$ cat config.mk
export PLATFORM = sky130hd
export DESIGN_NAME = serial_adder_ctrl
export DESIGN_NICKNAME = d
export VERILOG_FILES = /design/src/rtl/serial_adder_ctrl.sv
export SDC_FILE = /design/constraint.sdc
export NUM_CORES = 1
export LEC_CHECK = 0
export ABC_AREA = 1
export CAP_MARGIN = 40
export CORE_ASPECT_RATIO = 1.75
export CORE_MARGIN = 2
export CORE_UTILIZATION = 42
export DETAILED_ROUTE_END_ITERATION = 6
export PLACE_DENSITY = 0.71
export SLEW_MARGIN = 0
export SYNTH_ARGS = -nofsm -noshare
export SYNTH_HDL_FRONTEND = slang
export SYNTH_SLANG_ARGS = --single-unit
$ cat constraint.sdc
create_clock -name clk -period 2.3 [get_ports clk]
set_input_delay 0.345 -clock clk [delete_from_list [all_inputs] [get_ports clk]]
set_output_delay 0.345 -clock clk [all_outputs]
set_load 0.1 [all_outputs]
$ cat src/rtl/serial_adder_ctrl.sv
// Sequencer for a bit-serial adder: latches operands, drives two external
// operand shift registers, and accumulates the sum LSB-first with a carry flop.
module serial_adder_ctrl #(
    parameter int WIDTH = 8,
    parameter int CNT_W = 3
) (
    input  logic             clk,
    input  logic             rst,
    input  logic             start,
    input  logic [WIDTH-1:0] a_in,
    input  logic [WIDTH-1:0] b_in,
    output logic             sr_load,
    output logic             sr_enable,
    output logic [WIDTH-1:0] sr_a_data,
    output logic [WIDTH-1:0] sr_b_data,
    input  logic             a_bit,
    input  logic             b_bit,
    output logic             busy,
    output logic             done,
    output logic [WIDTH-1:0] sum_out,
    output logic             cout
);

    typedef enum logic [1:0] {
        S_IDLE  = 2'd0,
        S_LOAD  = 2'd1,
        S_SHIFT = 2'd2,
        S_DONE  = 2'd3
    } state_t;

    localparam logic [CNT_W-1:0] LAST_BIT = CNT_W'(WIDTH - 1);

    state_t           r_state;
    logic             r_carry;
    logic [CNT_W-1:0] r_count;
    logic [WIDTH-1:0] r_res;

    logic             w_sum;
    logic             w_carry;
    logic [WIDTH-1:0] w_res_next;

    // Full adder on the current serial bits; sum bits enter at the MSB so the
    // first (LSB) bit ends up in bit 0 after WIDTH shifts.
    assign w_sum      = a_bit ^ b_bit ^ r_carry;
    assign w_carry    = (a_bit & b_bit) | (a_bit & r_carry) | (b_bit & r_carry);
    assign w_res_next = {w_sum, r_res[WIDTH-1:1]};

    always_ff @(posedge clk) begin
        if (!rst) begin
            r_state   <= S_IDLE;
            r_carry   <= 1'b0;
            r_count   <= '0;
            r_res     <= '0;
            sr_load   <= 1'b0;
            sr_enable <= 1'b0;
            sr_a_data <= '0;
            sr_b_data <= '0;
            busy      <= 1'b0;
            done      <= 1'b0;
            sum_out   <= '0;
            cout      <= 1'b0;
        end else begin
            sr_load   <= 1'b0;
            sr_enable <= 1'b0;
            done      <= 1'b0;
            case (r_state)
                S_IDLE: begin
                    if (start) begin
                        sr_a_data <= a_in;
                        sr_b_data <= b_in;
                        sr_load   <= 1'b1;
                        busy      <= 1'b1;
                        r_state   <= S_LOAD;
                    end else begin
                        busy      <= 1'b0;
                    end
                end
                S_LOAD: begin
                    r_carry   <= 1'b0;
                    r_count   <= '0;
                    sr_enable <= 1'b1;
                    r_state   <= S_SHIFT;
                end
                S_SHIFT: begin
                    r_carry <= w_carry;
                    r_res   <= w_res_next;
                    r_count <= r_count + 1'b1;
                    // Publish only the finished word so sum_out never shows partials.
                    if (r_count == LAST_BIT) begin
                        sum_out <= w_res_next;
                        cout    <= w_carry;
                        done    <= 1'b1;
                        r_state <= S_DONE;
                    end else begin
                        sr_enable <= 1'b1;
                    end
                end
                S_DONE: begin
                    busy    <= 1'b0;
                    r_state <= S_IDLE;
                end
                default: r_state <= S_IDLE;
            endcase
        end
    end

endmodule

==> run_1/zoom.png <==
Region (28, 11) to (48, 31) um. Cells in grey, sequential cells in the stronger grey; small squares are vias.
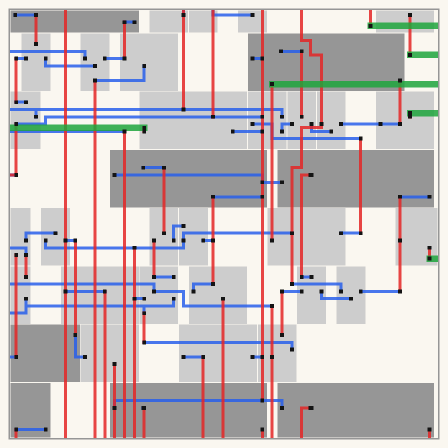
blue -> met1
red -> met2
green -> met3
netlist names of flops here include = sr_b_data (4), sr_a_data (1)
most frequent = nor2_1 (10)
sequential cells in the window = 5
cells with their middle in the window = 29

==> run_1/final_congestion.png <==
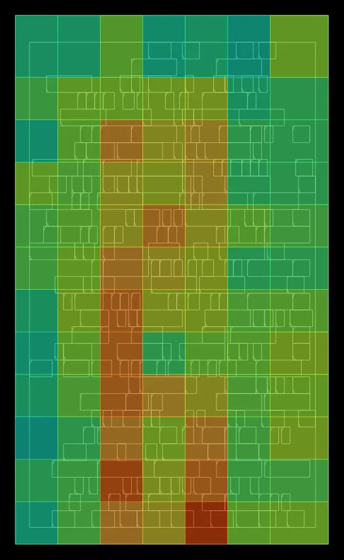
GRT met1 Usage: 0.185
Total GRT Usage: 0.169

==> run_1/clock_map.png <==
Drawn at 4 px/um.
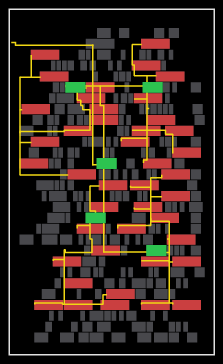
red -> flip-flops  # count 42
green -> cells driving clock nets  # count 5
yellow -> clock wires  # length 439 um
flops lie = all over the die
routed clock nets = 6
clock power share: 0.151
Late-Pin Clk Latency: 0.28 ns
clk pwr: 0.425 mW
Worst Skew: 0.00189 ns

-- run 1: per-stage QoR --
step	setup WS, ns	instances
final	0.705	293
after global routing	0.513	293
after CTS	0.696	293
after detailed placement	0.718	286
after global placement	0.736	286
after floorplan	1.00	198
-- run 1: path summary, 6_finish.rpt --
path / start / endpoint / slack, ns / cells past startpoint
hold reg to reg: sum_out[6] / sum_out[6] / 0.46 / 2
setup reg to reg: r_state[0] / sum_out[3] / 0.71 / 6
hold / removal: sum_out[6] / sum_out[6] / 0.46 / 2
setup / recovery: r_state[0] / sum_out[3] / 0.71 / 6
-- run 1: report_power, final --
| part | switching (mW) | internal, mW | leakage (nW) |
|---|---|---|---|
| combinational | 1.09 | 0.327 | 0.567 |
| sequential | 0.0918 | 0.889 | 0.344 |
| clock | 0.216 | 0.209 | 0.0383 |
==> run notes, run 1 <==
run metrics: DR pass1 iterations=4, combinational gates=138, post-layout net count=276, top sig layer=met4, Placed Area=2040 sq um, Synth-to-Final Area Change=31.0%, status=finished, final reports clean, sequential share of cell area=0.398, DR WL met3=113 um, endpoints failing setup=0, GR Overflow Total=0, clk buf depth=2, Iter 0 DRT Violations=18, ys flops=42, Post-DP HPWL=2350 um, Cell Type Count=18, Hold-fix buffers, CTS=0, Met1 Routed Length=1320 um, die area=4370 sq um, and+or+nand+nor area frac=0.223, Largest cell class=flip-flops and latches
==> run_1/metal_stack.png <==
Drawn at 6 px/um.
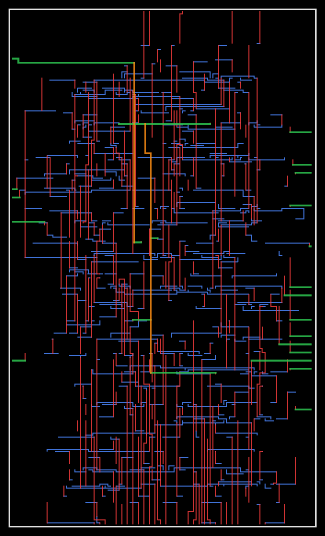

==> run 2, diff against run 1 <==
clock period = 1.47 ns   (was 2.3 ns; I/O delays follow)
==> run_2/metal_stack.png <==
Drawn at 6 px/um.
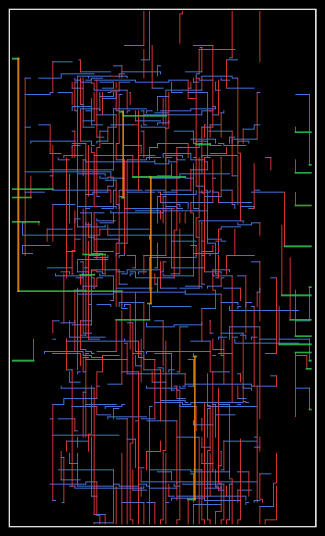
orange -> met4  # wire length 97.9 um
red -> met2  # wire length 1980 um
green -> met3  # wire length 100 um
blue -> met1  # wire length 1370 um
total number of vias: 1429
Total GRT Usage: 0.186
WL final: 3540 um
routed len/inst: 11.9 um

==> run notes, run 2 <==
run metrics: non-filler cells, final=297, Comb power=2.66 mW, r2r setup slk=0.17 ns, clk pwr=0.752 mW, IO buf count=49, endpoints failing setup=0, Comb pwr share=0.529, P_int=2.66 mW, Reg-to-Reg End=r_state[1], PD cells=1990 nW/um^2, hold_sp=r_res[6], Net Sw Frac=0.471, Cell Type Count=18, DR pass1 iterations=4, Synth-to-Final Area Change=56.8%, Late-Pin Clk Latency=0.29 ns, Synth top cell by count=nor2_1, die area=4370 sq um, ys flops=42, Synth Cell Area=1610 sq um, seq pwr=1.62 mW, Iter 0 DRT Violations=23, Hold Crit Endpoint=sum_out[5], Hold-fix buffers, CTS=0, status=finished, final reports clean, worst r2r src=r_state[0], Psw=2.37 mW, DR WL met3=100 um, core area=3660 sq um, Die H=86.0 um, FF-to-FF path depth=6, dpl cells=289, number of stages on the worst setup path=6, Worst Setup EP=r_state[1], Reg area=841 sq um, hold depth=2, clk buf depth=2, GR Overflow Total=0, GRT met1 Usage=0.200, Met1 Routed Length=1370 um, post-layout net count=279, Pwr top=combinational cells, Critical path origin=r_state[0], setup_tns=0 ns, Place WS=0.00323 ns
==> run 2: cell counts after synthesis <==
Identical to the previous run, type by type.
==> run 2: logic make-up (layout without fill, tap and decap cells) <==
family | count (synthesis) | after routing | synth area share
fa+ha+maj | 8 | 8 | 0.0667
buf+inv | 18 | 71 | 0.0652
simple gates | 90 | 90 | 0.223
compound gates | 40 | 40 | 0.124
flops | 42 | 42 | 0.521
==> run 2: stage by stage <==
stage               area, sq um  hold WS, ns
floorplan                  1610        0.367
global placement           2430        0.456
detailed placement         2430        0.473
CTS                        2530        0.484
global route               2530        0.513
finish                     2530        0.477
==> run 2: layout make-up <==
type                       instances  area share
clock inverter                     3     0.00940
inverter                          10      0.0178
tap                               46      0.0228
clock buffer                       5      0.0272
multi-input combinational        138       0.265
timing repair buffer              53       0.326
sequential                        42       0.333
==> run_2/zoom.png <==
Region (28, 11) to (48, 31) um. Cells in grey, sequential cells in the stronger grey; small squares are vias.
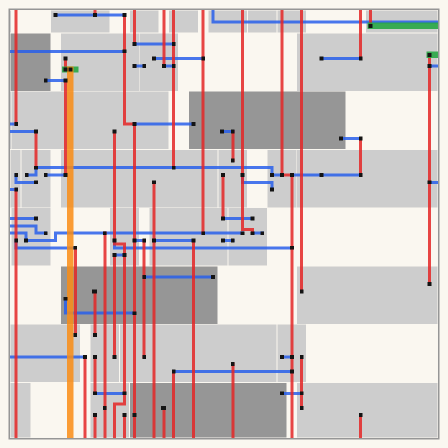

==> run 3, diff against run 2 <==
ABC_AREA = not set   (was 1)
PLACE_DENSITY = 0.7   (was 0.71)
==> run_3/zoom.png <==
Region (30, 12) to (50, 32) um. Cells in grey, sequential cells in the stronger grey; small squares are vias.
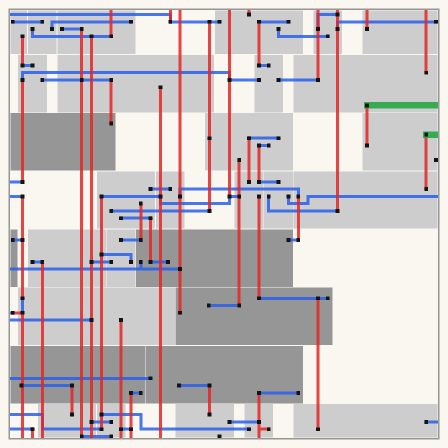
blue -> met1
green -> met3
red -> met2
most frequent = nand2_1 (10), buf_12 (5), dfxtp_1 (5)
sequential cells in the window = 5
netlist names of flops here include = sr_a_data (4), sr_b_data (1)
cells with their middle in the window = 29

==> run notes, run 3 <==
run metrics: status=finished, final reports clean, Worst Setup EP=r_state[1], Critical path origin=r_count[0], Hold-fix buffers, CTS=0, Iter 0 DRT Violations=19, final worst slack=0.131 ns, routed len/inst=11.6 um, clk buf depth=2, endpoints failing setup=0, Buffers, non-clock=55, Well Taps=49, clk pwr=0.906 mW, adder share=0.0610, core area=4070 sq um, DR pass1 iterations=4, Post-synth mux share=0.0454, clock power share=0.216, Synth Cell Area=1760 sq um, Worst Skew=0.00604 ns, total number of vias=1321, Net Sw Frac=0.394, hold_sp=r_res[1], Cell Type Count=26, sequential share of cell area=0.311, WL final=3270 um, fraction of area in non-clock buffers=0.314, Comb pwr share=0.449, non-filler cells, final=283, xor/xnor share=0
## run 3: through the flow
| stage | cell area, sq um | hold WS [ns] |
|---|---|---|
| 3_5_place_dp | 2590 | 0.448 |
| 4_1_cts | 2700 | 0.470 |
| 2_1_floorplan | 1760 | 0.347 |
| 6_report | 2710 | 0.470 |
| 5_1_grt | 2710 | 0.481 |
| 3_3_place_gp | 2590 | 0.447 |
## run 3: worst register-to-register path: cells and delay by family, from the launching register on
family | cells | cell delay (ns)
adders and majority gates | 2 | 0.37
and+or+nand+nor | 2 | 0.37
muxes | 1 | 0.19
DFF | 1 | 0.35
## run 3: routing by layer
| layer | vias up | track usage |
|---|---|---|
| li1 | 693 | - |
| met1 | 592 | 0.175 |
| met2 | 31 | 0.274 |
| met3 | 5 | 0.0332 |
| met4 | 0 | 0.0513 |
| met5 | - | 0 |

==> screenshots <==
Sequential cells grouped by signal name.
panel A
Drawn at 8 px/um. Other sequential cells in the stronger grey, the rest of the logic in the fainter grey.
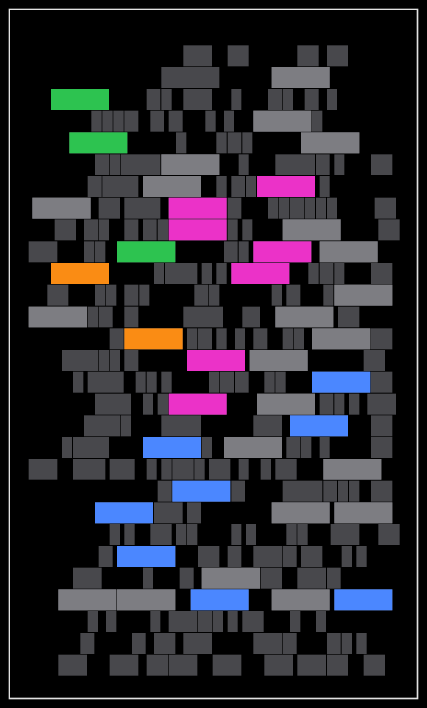
panel B
Drawn at 8 px/um. Other sequential cells in the stronger grey, the rest of the logic in the fainter grey.
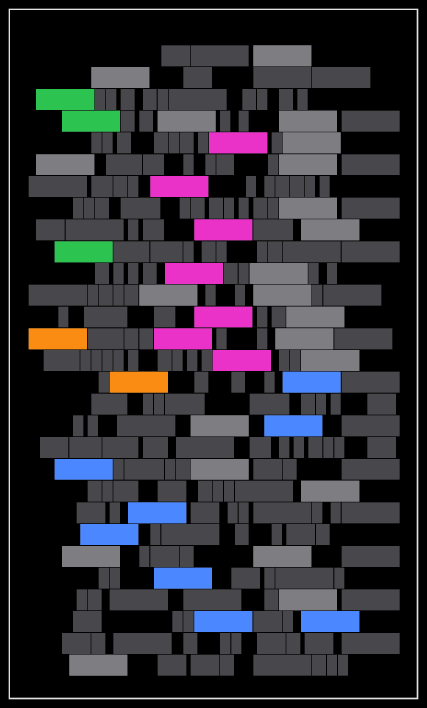
panel C
Drawn at 6 px/um. Other sequential cells in the stronger grey, the rest of the logic in the fainter grey.
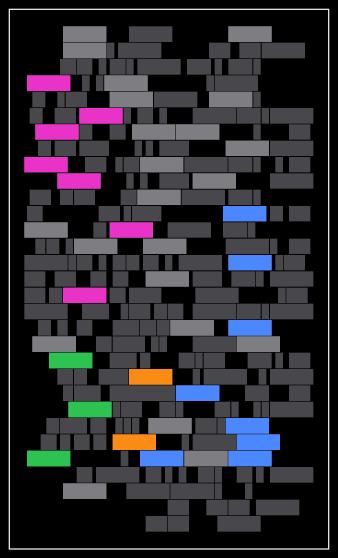
For run 1, see panel A.
For run 3, see panel C.
For run 2, see panel B.

Key to panel C:
blue -> sr_a_data  # placed flops 8
magenta -> r_res  # placed flops 7
green -> r_count  # placed flops 3
orange -> r_state  # placed flops 2
not coloured = 22

Power figures rest on the tool's default switching activity, not on a simulated workload.
